### config.mk
export PLATFORM = sky130hd
export DESIGN_NAME = shifter_arbiter_flat
export DESIGN_NICKNAME = d
export VERILOG_FILES = /design/src/rtl/shifter_arbiter_if.sv /design/src/rtl/shifter_arbiter.sv /design/src/flat_wrapper.sv
export SDC_FILE = /design/constraint.sdc
export NUM_CORES = 1
export LEC_CHECK = 0
export ABC_AREA = 0
export CAP_MARGIN = 0
export CORE_MARGIN = 2
export CORE_UTILIZATION = 42
export DETAILED_ROUTE_END_ITERATION = 8
export GPL_TIMING_DRIVEN = 0
export PLACE_DENSITY = 0.87
export RECOVER_POWER = 100
export SETUP_SLACK_MARGIN = 0.1
export SYNTH_ARGS = -nofsm -noshare
export SYNTH_HDL_FRONTEND = slang
export SYNTH_SLANG_ARGS = --single-unit
### constraint.sdc
create_clock -name clk -period 3.3 [get_ports clk]
set_input_delay 0.66 -clock clk [delete_from_list [all_inputs] [get_ports clk]]
set_output_delay 0.66 -clock clk [all_outputs]
set_load 0.01 [all_outputs]
### src/rtl/shifter_arbiter_if.sv
// shifter_arbiter_if: request/response handshake bundle for the two requesters of shifter_arbiter
// master: requester side (drives req*, rsp*_ready); slave: arbiter side (drives req*_ready, rsp*_valid/data)
interface shifter_arbiter_if #(parameter int WIDTH = 32);
  logic             req0_valid, req0_ready, req0_dir, req0_arith;
  logic [WIDTH-1:0] req0_data;
  logic [4:0]       req0_amount;
  logic             req1_valid, req1_ready, req1_dir, req1_arith;
  logic [WIDTH-1:0] req1_data;
  logic [4:0]       req1_amount;
  logic             rsp0_valid, rsp0_ready, rsp1_valid, rsp1_ready;
  logic [WIDTH-1:0] rsp0_data, rsp1_data;
  modport master (
    output req0_valid, req0_data, req0_amount, req0_dir, req0_arith,
    output req1_valid, req1_data, req1_amount, req1_dir, req1_arith,
    input  req0_ready, req1_ready,
    input  rsp0_valid, rsp0_data, rsp1_valid, rsp1_data,
    output rsp0_ready, rsp1_ready
  );
  modport slave (
    input  req0_valid, req0_data, req0_amount, req0_dir, req0_arith,
    input  req1_valid, req1_data, req1_amount, req1_dir, req1_arith,
    output req0_ready, req1_ready,
    output rsp0_valid, rsp0_data, rsp1_valid, rsp1_data,
    input  rsp0_ready, rsp1_ready
  );
endinterface

### src/rtl/shifter_arbiter.sv
// shifter_arbiter: round-robin sharing of one external combinational barrel shifter between two requesters
// Ports: clk, rst_n (async active-low); bus (shifter_arbiter_if.slave) requester handshakes;
//   sh_data_in_o/sh_amount_o/sh_direction_o drive the shared shifter, sh_data_out_i is its result;
//   busy_o high whenever a transaction is in flight.
// Optional: define SHIFTER_ARB_SRA_EN to add a MASK pass that sign-fills arithmetic right shifts.
module shifter_arbiter #(parameter int WIDTH = 32) (
  input  logic             clk,
  input  logic             rst_n,
  shifter_arbiter_if.slave bus,
  output logic [WIDTH-1:0] sh_data_in_o,
  output logic [4:0]       sh_amount_o,
  output logic             sh_direction_o,
  input  logic [WIDTH-1:0] sh_data_out_i,
  output logic             busy_o
);
  typedef enum logic [1:0] {IDLE, SHIFT, MASK, RESP} state_t;
  state_t           state_q;
  logic             last_q, id_q, dir_q;
  logic [WIDTH-1:0] data_q, result_q;
  logic [4:0]       amt_q;
  logic             g0, g1, sra;
  // req1 wins when it is the only requester, or on a tie when req0 was served last
  assign g1 = bus.req1_valid & (~bus.req0_valid | ~last_q);
  assign g0 = bus.req0_valid & ~g1;
  assign bus.req0_ready = (state_q == IDLE) & g0;
  assign bus.req1_ready = (state_q == IDLE) & g1;
  assign bus.rsp0_valid = (state_q == RESP) & ~id_q;
  assign bus.rsp1_valid = (state_q == RESP) & id_q;
  assign bus.rsp0_data  = result_q;
  assign bus.rsp1_data  = result_q;
  assign busy_o         = state_q != IDLE;
  // MASK pass shifts all-ones right by the same amount; its complement is the sign-fill mask
  assign sh_data_in_o   = state_q == SHIFT ? data_q : state_q == MASK ? '1 : '0;
  assign sh_amount_o    = (state_q == SHIFT || state_q == MASK) ? amt_q : 5'd0;
  assign sh_direction_o = state_q == SHIFT ? dir_q : state_q == MASK;
`ifdef SHIFTER_ARB_SRA_EN
  logic arith_q;
  assign sra = arith_q & dir_q & data_q[WIDTH-1] & (amt_q != 5'd0);
`else
  logic unused_arith;
  assign unused_arith = bus.req0_arith ^ bus.req1_arith;
  assign sra = 1'b0;
`endif
  always_ff @(posedge clk or negedge rst_n) begin
    if (!rst_n) begin
      state_q  <= IDLE;
      last_q   <= 1'b1;
      id_q     <= 1'b0;
      dir_q    <= 1'b0;
      data_q   <= '0;
      amt_q    <= '0;
      result_q <= '0;
`ifdef SHIFTER_ARB_SRA_EN
      arith_q  <= 1'b0;
`endif
    end else begin
      case (state_q)
        IDLE: if (g0 | g1) begin
          data_q  <= g1 ? bus.req1_data : bus.req0_data;
          amt_q   <= g1 ? bus.req1_amount : bus.req0_amount;
          dir_q   <= g1 ? bus.req1_dir : bus.req0_dir;
          id_q    <= g1;
`ifdef SHIFTER_ARB_SRA_EN
          arith_q <= g1 ? bus.req1_arith : bus.req0_arith;
`endif
          state_q <= SHIFT;
        end
        SHIFT: begin
          result_q <= sh_data_out_i;
          state_q  <= sra ? MASK : RESP;
        end
        MASK: begin
          result_q <= result_q | ~sh_data_out_i;
          state_q  <= RESP;
        end
        default: if (id_q ? bus.rsp1_ready : bus.rsp0_ready) begin
          last_q  <= id_q;
          state_q <= IDLE;
        end
      endcase
    end
  end
endmodule
### src/flat_wrapper.sv
// flat-port wrapper written by rule: the top's interface ports become plain ports
module shifter_arbiter_flat 
#(parameter int WIDTH = 32)
  (clk, rst_n, sh_data_in_o, sh_amount_o, sh_direction_o, sh_data_out_i, busy_o, bus_req0_valid, bus_req0_data, bus_req0_amount, bus_req0_dir, bus_req0_arith, bus_req1_valid, bus_req1_data, bus_req1_amount, bus_req1_dir, bus_req1_arith, bus_req0_ready, bus_req1_ready, bus_rsp0_valid, bus_rsp0_data, bus_rsp1_valid, bus_rsp1_data, bus_rsp0_ready, bus_rsp1_ready);
  shifter_arbiter_if #(.WIDTH(WIDTH)) bus_i ();
  input  logic clk;
  input  logic rst_n;
  output logic [WIDTH-1:0] sh_data_in_o;
  output logic [4:0] sh_amount_o;
  output logic sh_direction_o;
  input  logic [WIDTH-1:0] sh_data_out_i;
  output logic busy_o;
  input wire logic [$bits(bus_i.req0_valid)-1:0] bus_req0_valid;
  input wire logic [$bits(bus_i.req0_data)-1:0] bus_req0_data;
  input wire logic [$bits(bus_i.req0_amount)-1:0] bus_req0_amount;
  input wire logic [$bits(bus_i.req0_dir)-1:0] bus_req0_dir;
  input wire logic [$bits(bus_i.req0_arith)-1:0] bus_req0_arith;
  input wire logic [$bits(bus_i.req1_valid)-1:0] bus_req1_valid;
  input wire logic [$bits(bus_i.req1_data)-1:0] bus_req1_data;
  input wire logic [$bits(bus_i.req1_amount)-1:0] bus_req1_amount;
  input wire logic [$bits(bus_i.req1_dir)-1:0] bus_req1_dir;
  input wire logic [$bits(bus_i.req1_arith)-1:0] bus_req1_arith;
  output wire logic [$bits(bus_i.req0_ready)-1:0] bus_req0_ready;
  output wire logic [$bits(bus_i.req1_ready)-1:0] bus_req1_ready;
  output wire logic [$bits(bus_i.rsp0_valid)-1:0] bus_rsp0_valid;
  output wire logic [$bits(bus_i.rsp0_data)-1:0] bus_rsp0_data;
  output wire logic [$bits(bus_i.rsp1_valid)-1:0] bus_rsp1_valid;
  output wire logic [$bits(bus_i.rsp1_data)-1:0] bus_rsp1_data;
  input wire logic [$bits(bus_i.rsp0_ready)-1:0] bus_rsp0_ready;
  input wire logic [$bits(bus_i.rsp1_ready)-1:0] bus_rsp1_ready;
  assign bus_i.req0_valid = bus_req0_valid;
  assign bus_i.req0_data = bus_req0_data;
  assign bus_i.req0_amount = bus_req0_amount;
  assign bus_i.req0_dir = bus_req0_dir;
  assign bus_i.req0_arith = bus_req0_arith;
  assign bus_i.req1_valid = bus_req1_valid;
  assign bus_i.req1_data = bus_req1_data;
  assign bus_i.req1_amount = bus_req1_amount;
  assign bus_i.req1_dir = bus_req1_dir;
  assign bus_i.req1_arith = bus_req1_arith;
  assign bus_req0_ready = bus_i.req0_ready;
  assign bus_req1_ready = bus_i.req1_ready;
  assign bus_rsp0_valid = bus_i.rsp0_valid;
  assign bus_rsp0_data = bus_i.rsp0_data;
  assign bus_rsp1_valid = bus_i.rsp1_valid;
  assign bus_rsp1_data = bus_i.rsp1_data;
  assign bus_i.rsp0_ready = bus_rsp0_ready;
  assign bus_i.rsp1_ready = bus_rsp1_ready;
  shifter_arbiter #(.WIDTH(WIDTH)) u_core (.clk(clk), .rst_n(rst_n), .bus(bus_i), .sh_data_in_o(sh_data_in_o), .sh_amount_o(sh_amount_o), .sh_direction_o(sh_direction_o), .sh_data_out_i(sh_data_out_i), .busy_o(busy_o));
endmodule
### Cell density map, run 1

Scale: 4 px per um. The die is cut into 10 by 10 equal tiles; dark blue is low, red is high, 0 to 100% covered.
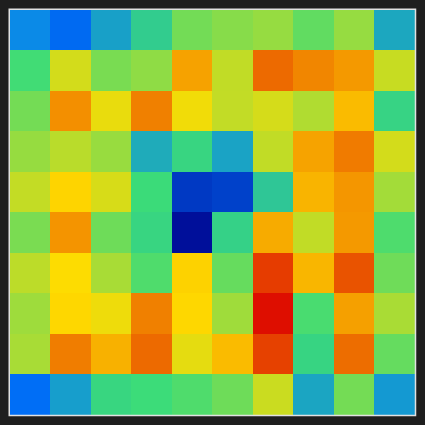
fullest tile: 98%
mean over tiles: 63%
tiles over 75% full: 30%
emptiest ninth of the die: middle

### Sizing map, run 1

Scale: 4 px per um.
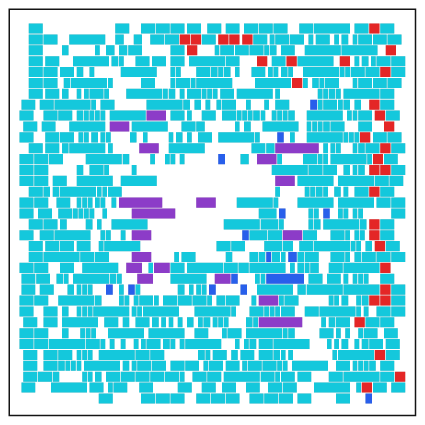
legend:
  blue:
    size: drive 2
    cells: 15
    most_used: buf_2
  purple:
    size: drive 6 and up
    cells: 18
    most_used: clkbuf_8
  red:
    size: drive 3 to 4
    cells: 33
    most_used: buf_4
  cyan:
    size: drive 1 or less
    cells: 649
    most_used: clkdlybuf4s50_1

### Placed standard cells, run 1

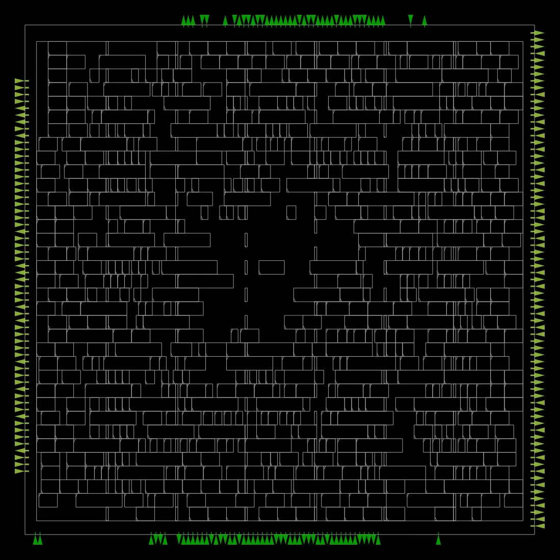
sequential cell area share: 28.2%
filler cell count: 695
flop count: 74
TAP cells: 111

==> CHANGELOG.md, run 1 <==
### Metrics

- Antenna cells: 0
- Reg-to-Reg End: u_core.data_q[22]
- CTS Root Cell: clkbuf_8
- Cell count after synthesis: 478
- Hold Path Stages: 2
- Violated checks: max-capacitance violations, max-slew violations
- CP peak stage delay: between 0.6 and 0.7 ns
- Layout cell share with drive strength beyond 1: a little under a tenth
- Port Buffers: roughly 220
- Initial core utilization: ~43%
- Logic area: between 0.0015 and 0.002 mm2
- Ys cells: 478
- Metal2 WL: ~6.3 mm
- Max-cap violations: 1
- Slew Viols, Final: ~75
- Final setup vio count: 0
- Clock tree sinks: around 74
- Yosys Chip Area: about 0.004 mm2
- Pwr Density: ~960 mW/mm2
- Post-CTS Setup Bufs: 0
- Largest cells by area: dfrtp_1 46%, nand2_1 13%, mux2i_1 10%
- Unrepaired setup endpoints after global routing: no
- Simple Share, Synth: between 20% and 30%
- # DRC: 0
- DRT Wirelength: 12.1 mm
- Final worst setup slack: between 0.1 and 0.15 ns
- Slew HR: -24.8%
- Post-synth mux share: about a tenth
- Reg-to-Reg Start: u_core.state_q[1]
- Core Area: 0.00920 mm2
- Die Y: between 100 and 150 um
- Arr. time, crit path: between 2 and 3 ns
- Synth cell types: 25
- P&R area growth vs syn: 65.5%
- Worst R2R Path Depth: 7
- Antenna violations before repair: 0
- Dominant cell type by area after synthesis: dfrtp_1
- Status: complete, but fails checks
- Clock share of power: between 10% and 20%
- Internal reg-to-reg setup slack: 1.14 ns
- Xor/xnor share: 0%
- FMAX: ~320 MHz
- Synth Cell Area: 0.00397 mm2
- Hold Path Class: flip-flop to flip-flop
- Register area share after synthesis: a little under half
- Worst-margin pin slew: around 1.9 ns
- Worst min-delay path startpoint: u_core.amt_q[4]
- Reg power frac: between 20% and 30%
- Switching Power: 2.47 mW
- Critical Path RT: ~2.6 ns
- Longest Clk Path Bufs: 2
- CTS tree: done
- Post-Syn Area per Cell: about 8.3 um2
- M1 WL: roughly 4.8 mm
- Area fraction in compound gates: about a tenth
- Net Sw Frac: 39.2%
- Dpl hpwl: around 9.5 mm
- Htree depth: 3
- Overall die width: about 100 um
- Log Warnings: 31
- # nets final: just over 800
- Final cycle utilization of the critical path: between 90% and 100%
- Post-route ant nets: 0
- Clk_skew: around 0.011 ns
- Routed wl met3: approximately 840 um
- Leakage dissipation: between 2 and 3 nW
- Internal power: 3.84 mW
- Die ar.: a little over 0.01 mm2
- Num CTS Buffers: 9
- CP startpoint kind: primary input
- Seq. cell area: 0.00185 mm2
- Placer Congestion: slightly below 0.8
- Worst hold slack: 0.481 ns
- Routed WL per cell: 14.7 um
- Vias in the first global route: 4,017
- Yosys warns: 0
- Initial DRT Pass Iterations: 5
- Top Metal Used: met5
- Reg clk slew, reported paths: roughly 0.070 ns
- Pwr Total: roughly 6.3 mW
- Pre-CTS setup slack: ~0.24 ns
- FP Rows: 35
- Main flop type: dfrtp_1
- Syn_nets: 598
- First-pass GRT wire length: between 15 and 20 mm
- Async set-reset flop share out of synthesis: 100%
- DR iter-0 viols: approximately 130
- Total Routing Usage GR: approximately 24%
- WHS Endpoint: u_core.amt_q[4]
run 1: cells in the final DEF, fill, tap and decap left out, types with 4 or more instances in the layout:
cell | netlist | final
ha_1 | 4 | 4
dlygate4sd3_1 | 0 | 75
clkbuf_8 | 0 | 10
o21ai_1 | 38 | 6
buf_4 | 32 | 32
nand2_1 | 137 | 137
bufinv_16 | 0 | 4
mux2i_1 | 40 | 40
a21oi_1 | 35 | 35
buf_2 | 16 | 7
dfrtp_1 | 73 | 73
o21ai_0 | 0 | 33
buf_6 | 4 | 4
clkdlybuf4s50_1 | 0 | 144
nor2_1 | 65 | 65
clkbuf_2 | 0 | 4
clkbuf_1 | 12 | 19
run 1: power groups by stage:
stage / registers, mW / clock network (mW) / logic [mW]
3_5_place_dp: 1.67 / 0 / 3.97
3_3_place_gp: 1.64 / 0 / 3.85
5_1_grt: 1.70 / 0.990 / 4.10
6_report: 1.65 / 0.936 / 3.73
4_1_cts: 1.65 / 0.950 / 3.99
2_1_floorplan: 1.68 / 0 / 1.95
run 1: stage by stage:
step | TNS, ns | std cells | area [um2]
2_1_floorplan | 0 | 478 | 3970
3_3_place_gp | -66.54 | 809 | 6310
3_5_place_dp | 0 | 810 | 6330
4_1_cts | 0 | 826 | 6600
5_1_grt | 0 | 826 | 6570
6_report | 0 | 826 | 6570
run 1: per-layer routing:
metal	vias up	GRT usage [%]
li1	1969	-
met1	1868	27.5
met2	166	45.3
met3	13	4.97
met4	2	7.07
met5	-	0
run 1: cells by family after synthesis:
kind of cell	count (synthesis)
adders and majority gates	4
and+or+nand+nor	214
buffers and inverters	68
AOI/OAI and AO/OA	78
muxes	40
DFF	74
run 1: repair_timing:
item                       4_1_cts  5_1_grt
setup endpoints to repair        0       31
hold endpoints to repair         0        0
resized                          0        4
run 1: worst max path at each step:
stage,startpoint,to,slack [ns],cells past startpoint
global placement,rst_n,u_core.amt_q[0],-0.91,1
floorplan,bus_req1_valid,bus_req0_ready,1.31,4
CTS,u_core.state_q[1],sh_data_in_o[5],0.13,8
finish,bus_req0_valid,bus_req1_ready,0.13,6
global route,u_core.state_q[1],sh_data_in_o[8],0.07,8
detailed placement,bus_req0_valid,bus_req0_ready,0.24,6
run 1: worst max-delay path: cells and delay by family:
kind	cells	cell delay, ns
buffers and inverters	4	1.53
AND-OR/OR-AND	1	0.21
AND/OR/NAND/NOR	1	0.11
run 1: flip-flops by register name, indices dropped and copies added, names as in the netlist:
register	count
u_core.bus.rsp0_data	32
u_core.id_q	1
u_core.data_q	32
u_core.amt_q	5
u_core.dir_q	1
u_core.state_q	2
u_core.last_q	1
run 1: final cells by class:
type,instances,area share [%]
repair buffers,221,33.6
flip-flops and latches,74,28.2
multi-input cells,336,25.7
plain buffers,64,6.14
clock buffers,11,2.15
well taps,111,2.12
clock inverters,5,1.91
inverters,4,0.229
--- run 2 (diff from run 1) ---
--- a/config.mk
+++ b/config.mk
@@ -5,13 +5,14 @@
 export SDC_FILE = /design/constraint.sdc
 export NUM_CORES = 1
 export LEC_CHECK = 0
-export ABC_AREA = 0
+export ABC_AREA = 1
 export CAP_MARGIN = 0
 export CORE_MARGIN = 2
-export CORE_UTILIZATION = 42
+export CORE_UTILIZATION = 44
 export DETAILED_ROUTE_END_ITERATION = 8
 export GPL_TIMING_DRIVEN = 0
-export PLACE_DENSITY = 0.87
+export HOLD_SLACK_MARGIN = 0.05
+export PLACE_DENSITY = 0.95
 export RECOVER_POWER = 100
 export SETUP_SLACK_MARGIN = 0.1
 export SYNTH_ARGS = -nofsm -noshare
==> run 2 against run 1 <==
  * The run still ends with max-capacitance violations, max-slew violations left
  * Global-route usage up 0.85 points
  * Sequential power about the same
  * Critical path type unchanged
  * Largest cell class unchanged
  * Critical path depth up 1
==> CHANGELOG.md, run 2 <==
### Metrics

- Post-CTS Setup Bufs: 0 (unchanged)
- Worst hold slack: 0.486 ns (+0.00523 ns)
- Arr. time, crit path: 2.45 ns (-0.06 ns)
- Dpl hpwl: 10.5 mm (+11%)
- Internal power: 3.88 mW (+1.0%)
- Cell count after synthesis: 573 (+20%)
- P&R area growth vs syn: 59.6%
- Yosys Chip Area: 0.00433 mm2 (+9.1%)
- Status: complete, but fails checks
- Yosys warns: 0 (unchanged)
- # nets final: 925 (+11%)
- Area fraction in compound gates: 10.8% (+0.65 points)
- Dominant cell type by area after synthesis: dfrtp_1
- CP startpoint kind: primary input
- Total Routing Usage GR: 25.0% (+0.85 points)
- Die Y: 103 um (+2.0%)
- Core Area: 0.00964 mm2 (+4.8%)
- FMAX: 321 MHz (+1.9%)
- Simple Share, Synth: 28.1% (+7.1 points)
- Filler cell count: 757 (+8.9%)
- Slew HR: -16.0% (+8.8 points)
- First-pass GRT wire length: 20.4 mm (+5.4%)
- Die ar.: 0.0106 mm2 (+4.0%)
- Post-Syn Area per Cell: 7.56 um2 (-9.0%)
- Post-synth mux share: 0% (-10 points)
- DR iter-0 viols: 183 (+46%)
- Main flop type: dfrtp_1
- Num CTS Buffers: 9 (unchanged)
- Overall die width: 103 um (+2.0%)
- Longest Clk Path Bufs: 2 (unchanged)
- Synth cell types: 22 (-12%)
- Hold Path Class: flip-flop to flip-flop
- Most frequent logic cells in the routed design: 197 x nand2_1, 119 x clkdlybuf4s50_1, 100 x dlygate4sd3_1
- Largest cells by area: dfrtp_1 42%, nand2_1 17%, inv_1 7.5%
- Clock tree sinks: 74 (unchanged)
- Clock share of power: 12.2% (-2.6 points)
- CTS tree: done
- Net Sw Frac: 41.5% (+2.4 points)
- Clk_skew: 0.0159 ns (+0.00484 ns)
- Htree depth: 3 (unchanged)
- Worst R2R Path Depth: 9 (+2)
- Layout cell share with drive strength beyond 1: 11.4% (+2.1 points)
- Vias in the first global route: 4,302 (+7.1%)
- Synth Cell Area: 0.00433 mm2 (+9.1%)
- Commonest Layout Cell: nand2_1
- Max-cap violations: 1 (unchanged)
- Hold Path Stages: 2 (unchanged)
- Syn_nets: 693 (+16%)
- Leakage dissipation: 3.36 nW (+12%)
- Violated checks: max-capacitance violations, max-slew violations
- Log Warnings: 31 (unchanged)
- Slew Viols, Final: 34 (-55%)
- Critical Path RT: 2.64 ns (about the same)
- FP Rows: 36 (+2.9%)
- Xor/xnor share: 0% (unchanged)
- Antenna violations before repair: 0 (unchanged)
- Reg clk slew, reported paths: 0.08 ns (about the same)
- Antenna cells: 0 (unchanged)
- Async set-reset flop share out of synthesis: 100% (unchanged)
- Pwr Total: 6.64 mW (+5.1%)
- Routed WL per cell: 14.0 um (-4.6%)
- Placer Congestion: 0.815 (+2.7%)
- Ys cells: 573 (+20%)
[run 2: cell types whose count changed in the layout (fill, tap and decap cells not counted), sizes merged, moves of 4 or more]
cell           before  now
inv                 3   87
nor2               66    3
nand2             137  197
mux2i              40    0
o211ai              0   37
a21oi              35    0
or2                 0   33
nand3b              0   32
clkdlybuf4s50     144  119
dlygate4sd3        75  100
and2                6    0
clkbuf             34   40
buf                43   39
[run 2: cell families (layout without fill, tap and decap cells)]
family / after synthesis / count (layout)
and+or+nand+nor: 268 / 268
buffers and inverters: 152 / 389
AOI/OAI and AO/OA: 75 / 75
DFF: 74 / 74
adders and majority gates: 4 / 4
[run 2: power by group through the flow]
stage | logic [mW] | clock network, mW | registers, mW
detailed placement | 4.55 | 0 | 1.68
global route | 4.62 | 0.866 | 1.71
finish | 4.17 | 0.809 | 1.66
floorplan | 2.39 | 0 | 1.68
CTS | 4.58 | 0.828 | 1.66
global placement | 4.42 | 0 | 1.64
[run 2: per-layer routing]
| metal | track usage, % | wire length [um] |
|---|---|---|
| met3 | 7.33 | 1110 |
| met5 | 0 | 0 |
| met1 | 28.1 | 5110 |
| met2 | 45.3 | 6800 |
| met4 | 8.30 | 174 |
[run 2: final timing paths]
path	startpoint	slack (ns)	to
setup / recovery	bus_req0_valid	0.19	bus_req0_ready
hold / removal	u_core.data_q[28]	0.49	u_core.data_q[28]
setup reg to reg	u_core.state_q[0]	1.00	u_core.bus.rsp0_data[5]
hold reg to reg	u_core.data_q[28]	0.49	u_core.data_q[28]
max in group asynchronous	rst_n	0.68	u_core.data_q[15]
min in group asynchronous	rst_n	0.76	u_core.bus.rsp0_data[7]
[run 2: timing repair]
action,CTS,global route
hold buffers,0,0
setup endpoints to repair,21,31
resized,3,8
[run 2: final cells by class]
type	instances	area, um2	share of cell area [%]
plain buffers	65	397	5.74
clock buffers	12	155	2.25
clock inverters	4	75.1	1.09
inverters	87	327	4.73
multi-input cells	347	1740	25.1
flip-flops and latches	74	1850	26.8
well taps	133	166	2.41
repair buffers	221	2200	31.9
[run 2: metrics by stage]
step / setup TNS (ns) / instance area [um2] / std cells
4_1_cts: 0 / 6950 / 943
2_1_floorplan: 0 / 4330 / 573
5_1_grt: 0 / 6910 / 943
3_5_place_dp: 0 / 6720 / 927
3_3_place_gp: -71.14 / 6700 / 926
6_report: 0 / 6910 / 943
[run 2: critical path, stage by stage]
cell and delay, ns:
dlygate4sd3_1 0.55, nand2_1 0.06, nand2_1 0.19, buf_2 0.29, inv_1 0.08, nor2_1 0.09
clkdlybuf4s50_1 0.53
### Sizing map, run 2

Scale: 4 px per um.
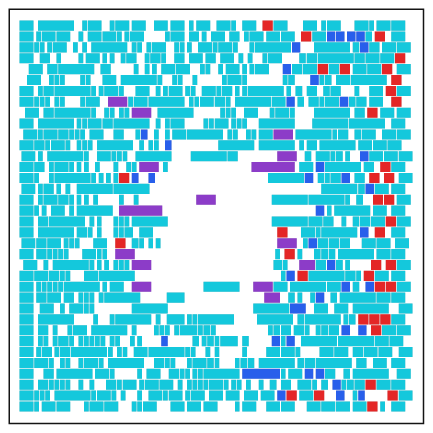
legend:
  blue:
    size: drive 2
    cells: 40
    most_used: or2_2
  cyan:
    size: drive 1 or less
    cells: 718
    most_used: nand2_1
  purple:
    size: drive 6 and up
    cells: 15
    most_used: clkbuf_8
  red:
    size: drive 3 to 4
    cells: 37
    most_used: buf_4

### Placed standard cells, run 2

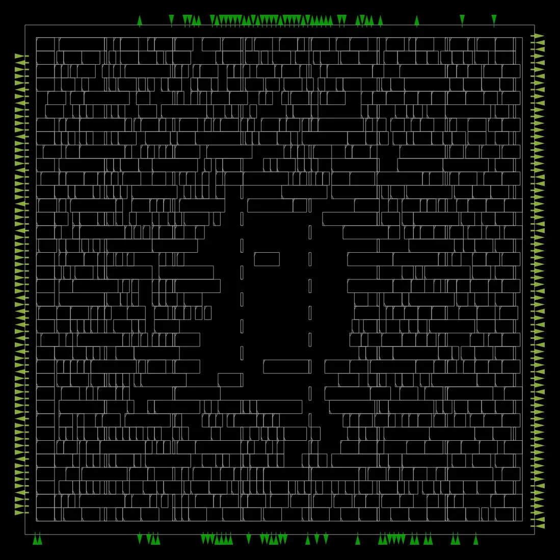

--- run 3 (diff from run 2) ---
--- a/config.mk
+++ b/config.mk
@@ -6,8 +6,7 @@
 export NUM_CORES = 1
 export LEC_CHECK = 0
 export ABC_AREA = 1
-export CAP_MARGIN = 0
-export CORE_MARGIN = 2
+export CORE_MARGIN = 3
 export CORE_UTILIZATION = 44
 export DETAILED_ROUTE_END_ITERATION = 8
 export GPL_TIMING_DRIVEN = 0
### Placed standard cells, run 3

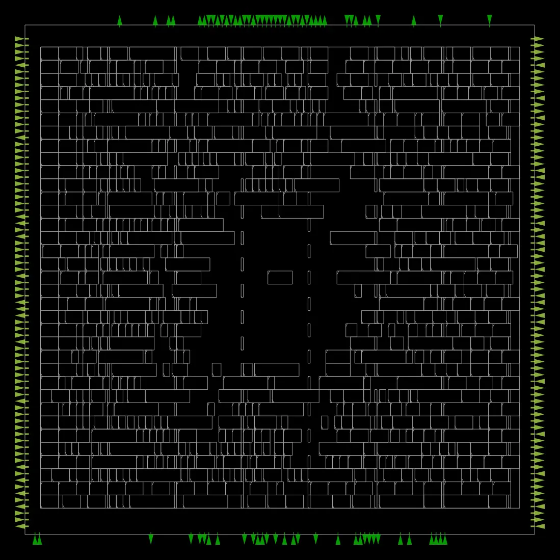
Core Area: 0.00942 mm2
filler cell count: 647
TAP cells: 129
sequential cell area share: 26.9%

==> run 3 against run 2 <==
  * The run still ends with max-capacitance violations, max-slew violations left
  * First-iteration DRC count rose by 1.1%
  * Sequential share of layout area rose by 0.063 points
  * Design area is 0.24% lower
  * Critical endpoint is now bus_req1_ready
  * Largest cell class unchanged
  * Largest power group unchanged
==> CHANGELOG.md, run 3 <==
### Metrics

- Leakage dissipation: 3.38 nW (+0.56%)
- Synth cell types: 22 (unchanged)
- Internal power: 3.84 mW (-1.0%)
- Final instance area: 0.00689 mm2 (-0.24%)
- Non-Filler Instances: 938 (-0.53%)
- Clock tree sinks: 74 (unchanged)
- Placer Congestion: 0.867 (+6.4%)
- Dpl hpwl: 10.6 mm (+1.1%)
- Max-cap violations: 1 (unchanged)
- Violated checks: max-capacitance violations, max-slew violations
- Comb pwr share: a little over three fifths
- Layout cell share with drive strength beyond 1: 11.4% (+0.014 points)
- EDFF count, synth: 0
- Vias in the first global route: 4,654 (+8.2%)
- Slew HR: -22.5% (-6.6 points)
- Final setup vio count: 0
- Antenna cells: 0 (unchanged)
- Final cycle utilization of the critical path: between 90% and 100%
- Clock latency at the later pin of the worst-skew pair: between 0.3 and 0.4 ns
- Largest net degree at the start of global routing: 75
- Num CTS Buffers: 9 (unchanged)
- Reg clk slew, reported paths: 0.07 ns (about the same)
- Die ar.: 0.0111 mm2 (+3.9%)
- Internal reg-to-reg setup slack: 0.85 ns (-0.15 ns)
- Slew Viols, Final: 75 (+120%)
- Pwr Total: 6.61 mW (-0.42%)
- Yosys reg bits: 74
- Net Sw Frac: 41.9% (+0.35 points)
- Setup TNS: 0 ns (unchanged)
- Htree depth: 3 (unchanged)
- CTS Root Cell: clkbuf_8
- Port Buffers: 220
- First-pass GRT wire length: 21.7 mm (+6.5%)
- # nets final: 924 (-0.11%)
- Dominant cell type by area after synthesis: dfrtp_1
- Clock share of power: 12.1% (about the same)
- Antenna violations before repair: 0 (unchanged)
- FP Rows: 35 (-2.8%)
- Status: complete, but fails checks
- Initial core utilization: a little under half
- Die Y: 105 um (+1.9%)
- GRT overflow: 0
- Post-Syn Area per Cell: 7.56 um2 (unchanged)
- Register area share after synthesis: 42.8%
- Reg power frac: ~25%
- Longest Clk Path Bufs: 2 (unchanged)
- Peak supply drop: 0.505 mV
- Synth Cell Area: 0.00433 mm2 (unchanged)
- Yosys warns: 0 (unchanged)
- CP max FO: 10
- Final hold violations: 0
- CTS tree: done
- Unrepaired setup endpoints after global routing: no
- Placed cell count: 922 (-0.54%)
- Top-area cell share: 42.2%
- Pwr Density: 959 mW/mm2
- Minimum clock period: between 3 and 4 ns
- Post-route ant nets: 0
- Worst-margin pin slew: around 1.8 ns
- Hold Path Class: flip-flop to flip-flop
- Most frequent logic cells in the routed design: 197 x nand2_1, 113 x clkdlybuf4s50_1, 106 x dlygate4sd3_1
- Placed Area: 0.00669 mm2 (-0.37%)
- Log Warnings: 31 (unchanged)
- DRT Wirelength: around 13 mm
- Io pins: about 220
- Clk_skew: 0.0114 ns (-0.00450 ns)
- Main flop type: dfrtp_1
- Initial DRT Pass Iterations: 4
- Commonest Layout Cell: nand2_1
- Vias: between 4,000 and 5,000
- Arr. time, crit path: 2.49 ns (+0.04 ns)
- Syn_nets: 693 (unchanged)
- Top cells by count: 197 x nand2_1, 86 x inv_1, 73 x dfrtp_1
- Async set-reset flop share out of synthesis: 100% (unchanged)
- Critical Path RT: 2.64 ns (about the same)
- Switching Power: ~2.8 mW
- Ys cells: 573 (unchanged)
- CTS Hold Bufs: 0 (unchanged)
- P&R area growth vs syn: 59.2%
- Overall die width: 105 um (+1.9%)
- Largest cells by area: dfrtp_1 42%, nand2_1 17%, inv_1 7.5%
- CP startpoint kind: primary input
- Worst Setup Path Type: primary input to output port
- Cell count after synthesis: 573 (unchanged)
- Yosys Chip Area: 0.00433 mm2 (unchanged)
- Synth top cell by count: nand2_1
- FMAX: 317 MHz (-1.2%)
- DR iter-0 viols: 185 (+1.1%)
- Routed WL per cell: 14.2 um (+1.5%)
- Setup crit end kind: output port
- Total Routing Usage GR: 24.2% (-0.80 points)
- # DRC: 0
run 3: cell families (layout without fill, tap and decap cells):
kind of cell	after synthesis	in the layout	synth area share, %
DFF	74	74	42.8
adders and majority gates	4	4	1.16
buffers and inverters	152	388	17.1
and+or+nand+nor	268	268	28.1
AOI/OAI and AO/OA	75	75	10.8
run 3: cell type report:
type,count,area (um2),area share [%]
repair buffers,220,2200,31.9
flip-flops and latches,74,1850,26.9
multi-input cells,347,1740,25.2
plain buffers,65,390,5.66
inverters,87,327,4.74
well taps,129,161,2.34
clock buffers,12,155,2.25
clock inverters,4,73.8,1.07
run 3: what timing repair did:
item	CTS	global route
hold endpoints to repair	0	0
setup endpoints to repair	5	12
setup buffers	0	0
resized	3	7
pin swaps	0	0
run 3: path summary, 6_finish.rpt:
path,from,to,cells past startpoint
max in group asynchronous,rst_n,u_core.data_q[30],1
max reg2reg,u_core.state_q[0],u_core.bus.rsp0_data[26],9
min,u_core.data_q[10],u_core.data_q[10],2
max,bus_req0_valid,bus_req1_ready,8
min reg2reg,u_core.data_q[10],u_core.data_q[10],2
min in group asynchronous,rst_n,u_core.bus.rsp0_data[9],1
run 3: metal layers:
metal,share of wire (%),wire (um),up-vias,global-route usage [%]
li1,-,-,2194,-
met1,40,5310,2108,27.7
met2,51,6820,218,43.8
met3,7.2,960,19,5.50
met4,1.6,216,0,8.43
met5,0,0,-,0
run 3: through the flow:
step / setup WS [ns] / utilization, % / hold slack, ns
floorplan: 1.28 / - / 0.364
global placement: -0.902 / 71.1 / 0.463
detailed placement: 0.192 / 71.1 / 0.468
CTS: 0.180 / 73.5 / 0.478
global route: 0.0737 / 73.2 / 0.518
finish: 0.147 / 73.2 / 0.488
run 3: power by group through the flow:
stage | registers, mW | clock network [mW] | logic (mW)
finish | 1.66 | 0.800 | 4.15
global placement | 1.64 | 0 | 4.40
floorplan | 1.68 | 0 | 2.39
CTS | 1.67 | 0.813 | 4.60
global route | 1.72 | 0.853 | 4.57
detailed placement | 1.68 | 0 | 4.57
run 3: worst max-delay path, stage by stage:
cell and delay [ns]:
clkdlybuf4s50_1 0.48, nand2_1 0.05, nand2_1 0.23, clkbuf_4 0.29
inv_1 0.08, nand2_1 0.07, inv_1 0.03, dlygate4sd3_1 0.59
Power figures rest on the tool's default switching activity, not on a simulated workload.
